$ cat config.mk
export PLATFORM = sky130hd
export DESIGN_NAME = seg7_scan_driver
export DESIGN_NICKNAME = d
export VERILOG_FILES = /design/src/rtl/seg7_scan_driver.sv
export SDC_FILE = /design/constraint.sdc
export NUM_CORES = 1
export LEC_CHECK = 0
export CAP_MARGIN = 20
export CORE_MARGIN = 2
export CORE_UTILIZATION = 56
export DETAILED_ROUTE_END_ITERATION = 10
export PLACE_DENSITY = 0.86
export REMOVE_ABC_BUFFERS = 1
export SETUP_SLACK_MARGIN = 0.15
export SYNTH_ARGS = -nofsm -noshare
export SYNTH_HDL_FRONTEND = slang
export SYNTH_SLANG_ARGS = --single-unit
$ cat constraint.sdc
create_clock -name clk_in -period 6.2 [get_ports clk_in]
set_input_delay 0.62 -clock clk_in [delete_from_list [all_inputs] [get_ports clk_in]]
set_output_delay 0.62 -clock clk_in [all_outputs]
set_load 0.02 [all_outputs]
$ cat src/rtl/seg7_scan_driver.sv
// Time-multiplexed 7-segment scan driver.
// Packed BCD digits are captured into a pending register on load and moved
// into the display shadow only at frame boundaries. This keeps every scanned
// frame consistent. Each digit slot opens with a dead-time window (all selects
// off) to suppress ghosting. Leading-zero blanking is optional.
module seg7_scan_driver #(
  parameter int unsigned DIGITS         = 2,
  parameter int unsigned SCAN_DIV       = 25000,
  parameter int unsigned BLANK_CYC      = 250,
  parameter bit          SEG_ACTIVE_LOW = 1'b0
) (
  input  logic                  clk_in,
  input  logic                  rst,
  input  logic [4*DIGITS-1:0]   digits_in,
  input  logic                  load,
  input  logic                  lz_en,
  output logic [6:0]            d,
  output logic [DIGITS-1:0]     sel,
  output logic                  frame_done
);

  localparam int unsigned PW = $clog2(SCAN_DIV);
  localparam int unsigned IW = (DIGITS > 1) ? $clog2(DIGITS) : 1;
  localparam logic [PW-1:0] PC_MAX  = PW'(SCAN_DIV - 1);
  localparam logic [IW-1:0] IDX_MAX = IW'(DIGITS - 1);
  // Pin-level pattern for "all segments off".
  localparam logic [6:0] BLANK_PIN = SEG_ACTIVE_LOW ? 7'h7F : 7'h00;

  // Segment patterns in g..a bit order. Non-BCD codes go dark rather than
  // showing a misleading shape.
  function automatic logic [6:0] decode(input logic [3:0] v);
    case (v)
      4'd0:    decode = 7'h3F;
      4'd1:    decode = 7'h06;
      4'd2:    decode = 7'h5B;
      4'd3:    decode = 7'h4F;
      4'd4:    decode = 7'h66;
      4'd5:    decode = 7'h6D;
      4'd6:    decode = 7'h7D;
      4'd7:    decode = 7'h07;
      4'd8:    decode = 7'h7F;
      4'd9:    decode = 7'h6F;
      default: decode = 7'h00;
    endcase
  endfunction

  logic [PW-1:0]       pc_q, pc_d;
  logic [IW-1:0]       idx_q, idx_d;
  logic [4*DIGITS-1:0] shadow_q, shadow_d;
  logic [4*DIGITS-1:0] pending_q, pending_d;
  logic                pend_vld_q, pend_vld_d;
  logic [6:0]          seg_q, seg_d;
  logic [DIGITS-1:0]   sel_q, sel_d;
  logic                fdone_q, fdone_d;

  logic                pc_wrap;
  logic                frame_end;
  logic [31:0]         pc_ext;
  logic                in_dead;
  logic [3:0]          cur_dig;
  logic                cur_lz;
  logic [DIGITS-1:0]   sel_n;
  logic [DIGITS-1:0]   upper_zero;
  logic [6:0]          seg_raw;

  assign pc_wrap   = (pc_q == PC_MAX);
  assign frame_end = pc_wrap && (idx_q == IDX_MAX);
  assign pc_ext    = 32'(pc_q);
  assign in_dead   = (pc_ext < BLANK_CYC);

  // Prescaler and slot index: pc wraps every slot, idx advances on each wrap.
  always_comb begin
    pc_d  = pc_q + PW'(1);
    idx_d = idx_q;
    if (pc_wrap) begin
      pc_d  = '0;
      idx_d = (idx_q == IDX_MAX) ? '0 : idx_q + IW'(1);
    end
  end

  // Pending capture and tear-free transfer to the shadow at frame boundaries.
  // A load on the boundary cycle bypasses the pending register, so the newest
  // value is the one displayed.
  always_comb begin
    pending_d  = pending_q;
    pend_vld_d = pend_vld_q;
    shadow_d   = shadow_q;
    if (load) begin
      pending_d  = digits_in;
      pend_vld_d = 1'b1;
    end
    if (frame_end && (load || pend_vld_q)) begin
      shadow_d   = load ? digits_in : pending_q;
      pend_vld_d = 1'b0;
    end
  end

  // upper_zero[k] is set when shadow digits k..DIGITS-1 are all zero.
  always_comb begin
    logic run;
    run        = 1'b1;
    upper_zero = '0;
    for (int k = DIGITS - 1; k >= 0; k--) begin
      run           = run && (shadow_q[4*k +: 4] == 4'd0);
      upper_zero[k] = run;
    end
  end

  // Select the active digit and build its one-hot enable.
  always_comb begin
    cur_dig = 4'd0;
    cur_lz  = 1'b0;
    sel_n   = '0;
    for (int k = 0; k < DIGITS; k++) begin
      if (idx_q == IW'(k)) begin
        cur_dig  = shadow_q[4*k +: 4];
        cur_lz   = (k != 0) && upper_zero[k];
        sel_n[k] = 1'b1;
      end
    end
  end

  // Output stage: dead time first, then the decoded (possibly blanked) digit.
  always_comb begin
    seg_raw = (lz_en && cur_lz) ? 7'h00 : decode(cur_dig);
    sel_d   = '0;
    seg_d   = BLANK_PIN;
    fdone_d = frame_end;
    if (!in_dead) begin
      sel_d = sel_n;
      seg_d = SEG_ACTIVE_LOW ? ~seg_raw : seg_raw;
    end
  end

  // State and output registers. Reset blanks the display and drops any pending load.
  always_ff @(posedge clk_in or posedge rst) begin
    if (rst) begin
      pc_q       <= '0;
      idx_q      <= '0;
      shadow_q   <= '0;
      pending_q  <= '0;
      pend_vld_q <= 1'b0;
      seg_q      <= BLANK_PIN;
      sel_q      <= '0;
      fdone_q    <= 1'b0;
    end else begin
      pc_q       <= pc_d;
      idx_q      <= idx_d;
      shadow_q   <= shadow_d;
      pending_q  <= pending_d;
      pend_vld_q <= pend_vld_d;
      seg_q      <= seg_d;
      sel_q      <= sel_d;
      fdone_q    <= fdone_d;
    end
  end

  assign d          = seg_q;
  assign sel        = sel_q;
  assign frame_done = fdone_q;

endmodule

run_1/ff_map.png
The bar under the picture is 20 um long.
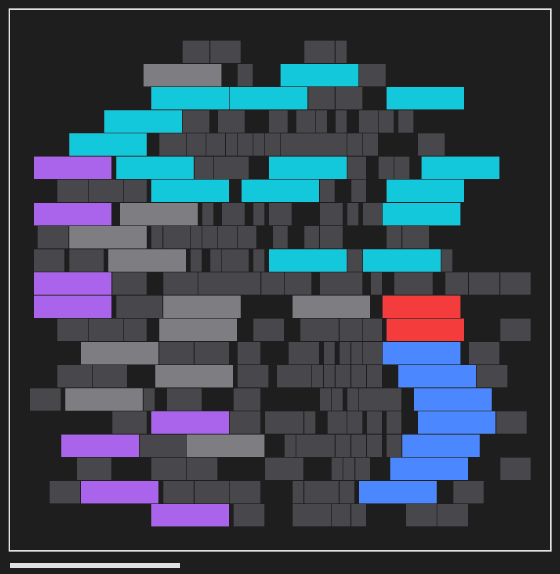
Cyan stands for `pc_q`, sequential cells 15. Blue stands for `d`, sequential cells 7, where lower right. Red stands for `sel`, sequential cells 2. Purple stands for `pending_q`, sequential cells 8.
fraction of area in registers: 0.470
FF+latch area: 1080 um^2
sequential cell power: 287 uW

run_1/route_heat.png
13 x 13 tiles, from dark blue (low) to red (high), scaled to the fullest tile. Values are wire area over tile area, all layers added.
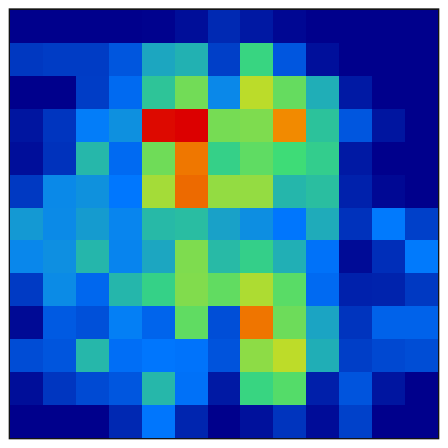
16% of the tiles are over half the peak. The densest ninth of the die: center. The emptiest ninth of the die: upper right. The mean over all tiles is 0.13. The fullest tile reaches 0.50. 17% of the tiles are nearly empty.

run_1/clock_wires.png
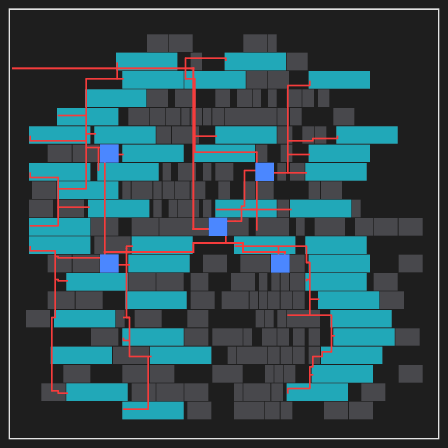
Blue stands for clock-net drivers, count 5. Red stands for clock wires, length 406 um. Cyan stands for flip-flops, count 43.
There are 6 routed clock nets.

==> ci_impl_report.md, run 1 <==
### Flow metrics

| Metric | Value |
|---|---|
| Critical Path End | `shadow_q[0]$_DFFE_PP0P_` |
| Asr flop ratio synth | `1.00` |
| Hold bufs inserted after CTS | `0` |
| P_clk | `~150 uW` |
| Finished Cell Area | `roughly 2300 um^2` |
| Layout cells sized above 1 | `0.155` |
| PwrDens | `just under 200 nW/um^2` |
| Routed length on met2 | `approximately 1.6 mm` |
| Hold-critical path depth | `1` |
| Count of library flops with an enable pin | `0` |
| Reg-to-reg setup timing slack | `3.89 ns` |
| Fmax achieved | `about 0.43 GHz` |
| Wire per inst | `approximately 14 um` |
| Final WS setup | `just under 4 ns` |
| H-tree levels | `2` |
| Tool warning count | `29` |
| Max-Cap Viols | `0` |
| Post-Synthesis Cells | `166` |
| Net Sw Frac | `0.197` |
| Slew HR | `0.578` |
| Most Crowded Layer GR | `met2` |
| Req. time, crit path | `about 6.4 ns` |
| Starting density of the core | `0.587` |
| Main synth FF type | `dfrtp_1` |
| Total CTS buffers | `5` |
| Adder share | `0.0380` |
| Cell type with the largest total area | `dfrtp_1` |
| Xor+xnor area frac | `0.0488` |
| Clock buffers | `8` |
| Final hold vios | `0` |
| WP buf/inv | `0` |
| Clock sinks | `between 40 and 50` |
| Cells after DPL | `approximately 230` |
| Hold Crit Start | `pc_q[0]$_DFF_PP0_` |
| Multi-input gates | `114` |
| Comb pwr | `~21 uW` |
| Tap cells | `46` |
| Top logic family | `simple AND/OR/NAND/NOR gates` |
| Largest register by flop count | `pc_q` |
| Clock Latency Late Sink | `roughly 0.34 ns` |
| GR Layer Usage met2 | `0.317` |
| Worst path max stage delay | `0.62 ns` |
| P_leak | `roughly 0.0011 uW` |
| Logic area | `847 um^2` |
| Most used logic cell in the final layout | `dfrtp_1` |
| Sequential share of power | `0.633` |
| Hold slack | `roughly 0.47 ns` |
| Synth cell count leaders | `43 x dfrtp_1, 16 x mux2_2, 12 x nor2_1, 10 x nand2_1` |
| Mapped Area | `roughly 2000 um^2` |
| Yosys stat cell total | `between 150 and 200` |
| Drt total wl | `3.25 mm` |
| Initial DRC count | `roughly 89` |
| NetSw | `89.4 uW` |
| Root buffer cell | `clkbuf_4` |
| Regs by FF count | `pc_q (15), pending_q (8), shadow_q (8)` |
| First-pass GRT wire length | `~6 mm` |
| Flip-flops | `43` |
| CP Max Fanout | `10` |
| Routing usage on met3 | `0.0554` |
| Drt via density | `5.40` |
| M1 GR Usage | `0.240` |
| AO/OA Area Share | `0.0494` |
| Minimum clock period | `roughly 2.3 ns` |
| Mux cell area share | `0.127` |
| Worst Setup Start Kind | `flip-flop` |
| Nonclk buf count | `22` |
| Pre-CTS setup slack | `approximately 3.9 ns` |
| Post_cts resized | `0` |
| # nets final | `210` |
| Setup Buffers After CTS | `0` |
| R2R depth | `4` |
| Critical path's slowest cell | `nor4_4` |
| CTS tree | `yes` |
| R2r endpoint | `shadow_q[0]$_DFFE_PP0P_` |
| HPWL Detailed | `~2.4 mm` |
| Pint | `about 360 uW` |
| Die x size | `63.4 um` |
| GRT Residual Overflow | `0` |
| Area after DPL | `approximately 2200 um^2` |
| Vias in the first global route | `~1.4k` |
| Slew of the pin with the lowest slew margin | `0.628 ns` |
| DIE HEIGHT | `63.4 um` |
| VDD IR-drop max | `approximately 0.16 mV` |
| Antenna violations before repair | `0` |
| NonClk Buf Share | `0.0951` |
| Top cells, area | `dfrtp_1 54%, mux2_2 9.1%, ha_1 3.8%` |
| Unrepaired setup endpoints after global routing | `false` |
| Area grow syn2layout | `15.9%` |
| Status | `finished clean` |
| DRC viols | `0` |
| Crit-path cells | `or4_4, nor4_4, nand3b_4, mux2_4` |
| DRT antenna net count | `0` |
| Setup crit start | `pc_q[11]$_DFF_PP0_` |
| Vias post-DR | `~1.3k` |
| Uppermost layer routed | `met4` |
| Slew Viols, Final | `0` |
| Dominant kind of cell | `registers` |
| Crit end category | `flip-flop` |
| Inverters excl. clock | `6` |
| Final setup fails | `0` |
| Initial DRT Pass Iterations | `4` |
| Metal3 WL | `between 100 and 150 um` |
| Area leader share | `0.545` |
| Most frequent cells in the layout | `43 x dfrtp_1, 21 x clkdlybuf4s50_1, 16 x mux2_2` |
| Final critical-path share of the clock period | `0.372` |
| Power share of the clock group | `0.321` |
| PortBufs | `21` |
| Logic pwr share | `0.047` |
run_1/sizing.png
The bar under the picture is 20 um long.
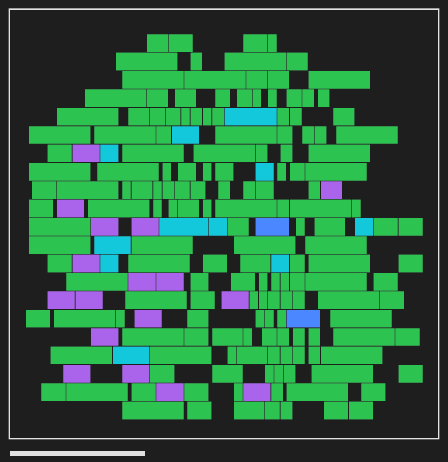

==> inputs of run 2 (changes only) <==
--- a/config.mk
+++ b/config.mk
@@ -7,9 +7,9 @@
 export LEC_CHECK = 0
 export CAP_MARGIN = 20
 export CORE_MARGIN = 2
-export CORE_UTILIZATION = 56
+export CORE_UTILIZATION = 50
 export DETAILED_ROUTE_END_ITERATION = 10
-export PLACE_DENSITY = 0.86
+export PLACE_DENSITY = 0.82
 export REMOVE_ABC_BUFFERS = 1
 export SETUP_SLACK_MARGIN = 0.15
 export SYNTH_ARGS = -nofsm -noshare
==> constraint.sdc (replaced) <==
create_clock -name clk_in -period 2 [get_ports clk_in]
set_input_delay 0.2 -clock clk_in [delete_from_list [all_inputs] [get_ports clk_in]]
set_output_delay 0.2 -clock clk_in [all_outputs]
set_load 0.02 [all_outputs]
run_2/sizing.png
The bar under the picture is 20 um long.
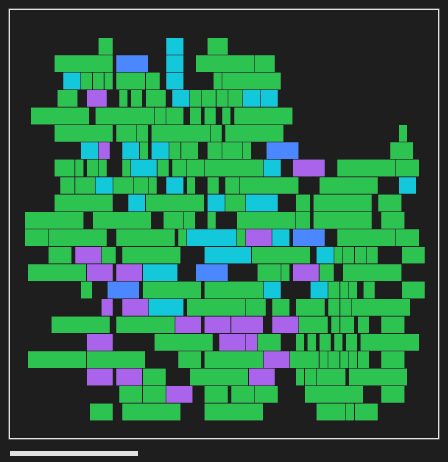
Green stands for x1 and smaller, cells 159. Purple stands for x2, cells 22. Blue stands for x6 and larger, cells 5. Cyan stands for x3 and x4, cells 26.
area grow syn2layout: 24.6%
Final WS setup: 0.108 ns
nonclk buf count: 41

==> ci_impl_report.md, run 2 <==
### Flow metrics

| Metric | Value |
|---|---|
| HPWL Detailed | `about 2.8 mm` |
| Tap cells | `between 40 and 50` |
| Regs by FF count | `pc_q (15), pending_q (8), shadow_q (8)` |
| Dominant kind of cell | `registers` |
| Drt total wl | `slightly above 4 mm` |
| PwrDens | `604 nW/um^2` |
| Initial DRC count | `around 90` |
| Setup Buffers After CTS | `0` |
| Flip-flops | `about 43` |
| Crit-path cells | `or4_4, nor4_4, nand3b_4, mux2_4` |
| Minimum clock period | `1.89 ns` |
| Sequential share of power | `0.597` |
| # nets final | `roughly 230` |
| DRC viols | `0` |
| Req. time, crit path | `2.18 ns` |
| Pre-CTS setup slack | `about 0.027 ns` |
| Wire per inst | `between 15 and 20 um` |
| Top cells, area | `dfrtp_1 54%, mux2_2 9.1%, ha_1 3.8%` |
| Final hold vios | `0` |
| Power share of the clock group | `0.358` |
| Final setup fails | `0` |
| Sequential cell power | `888 uW` |
| Cell type with the largest total area | `dfrtp_1` |
| R2r endpoint | `shadow_q[7]$_DFFE_PP0P_` |
| Slew Viols, Final | `0` |
| Combinational share of cell area | `0.349` |
| Hold bufs inserted after CTS | `0` |
| Finished Cell Area | `2460 um^2` |
| NonClk Buf Share | `0.146` |
| Main synth FF type | `dfrtp_1` |
| Post_cts resized | `1` |
| FF+latch area | `~1100 um^2` |
| Setup crit start | `pc_q[9]$_DFF_PP0_` |
| CTS tree | `yes` |
| Hold slack | `between 0.3 and 0.4 ns` |
| Count of library flops with an enable pin | `0` |
| Xor+xnor area frac | `0.0488` |
| Fmax achieved | `0.529 GHz` |
| Critical path's slowest cell | `or4_4` |
| Reg-to-reg setup timing slack | `around 0.11 ns` |
| Routed length on met2 | `2.13 mm` |
| Unrepaired setup endpoints after global routing | `true` |
| Comb pwr | `about 66 uW` |
| Slew of the pin with the lowest slew margin | `between 0.5 and 0.6 ns` |
| Layout cells sized above 1 | `0.250` |
| Inverters excl. clock | `6` |
| Most Crowded Layer GR | `met2` |
| Mux cell area share | `0.127` |
| Most used logic cell in the final layout | `dfrtp_1` |
| Mapped Area | `around 2000 um^2` |
| Critical Path End | `shadow_q[7]$_DFFE_PP0P_` |
| Clock buffers | `5` |
| Yosys stat cell total | `166` |
| Fraction of area in registers | `0.437` |
| Post-Synthesis Cells | `between 150 and 200` |
| DIE HEIGHT | `about 67 um` |
| Multi-input gates | `~110` |
| Crit end category | `flip-flop` |
| Synth cell count leaders | `43 x dfrtp_1, 16 x mux2_2, 12 x nor2_1, 10 x nand2_1` |
| Most frequent cells in the layout | `43 x dfrtp_1, 21 x clkdlybuf4s50_1, 20 x buf_4` |
| H-tree levels | `2` |
| GR Layer Usage met2 | `0.346` |
| M1 GR Usage | `0.249` |
| Die x size | `66.9 um` |
| Logic pwr share | `0.044` |
| Metal3 WL | `approximately 240 um` |
| VDD IR-drop max | `0.394 mV` |
| Max-Cap Viols | `0` |
| WP buf/inv | `0` |
| Initial DRT Pass Iterations | `4` |
| Total Power | `roughly 1500 uW` |
| Boundary pin count | `22` |
| Pint | `about 1200 uW` |
| PortBufs | `21` |
| Drt via density | `between 5 and 6` |
| Vias post-DR | `around 1.4k` |
| Asr flop ratio synth | `1.00` |
| Area after DPL | `between 2000 and 2500 um^2` |
| Status | `finished clean` |
| Clock Latency Late Sink | `about 0.3 ns` |
| Starting density of the core | `0.528` |
| Antenna violations before repair | `0` |
| Largest register by flop count | `pc_q` |
| P_leak | `about 0.0012 uW` |
| First-pass GRT wire length | `a little under 7 mm` |
| Logic area | `between 800 and 900 um^2` |
| DRT antenna net count | `0` |
| P_clk | `533 uW` |
| AO/OA Area Share | `0.0494` |
| Vias in the first global route | `around 1.5k` |
| Adder share | `0.0380` |
| Routing usage on met3 | `0.0574` |
| Cell Count, Final, Fillers Out | `approximately 260` |
| Cells after DPL | `244` |
| Worst path max stage delay | `roughly 0.56 ns` |
| Uppermost layer routed | `met4` |
| Final critical-path share of the clock period | `0.946` |
| Clock sinks | `about 43` |
| Tool warning count | `31` |
Power is estimated from default activity; no workload was simulated.
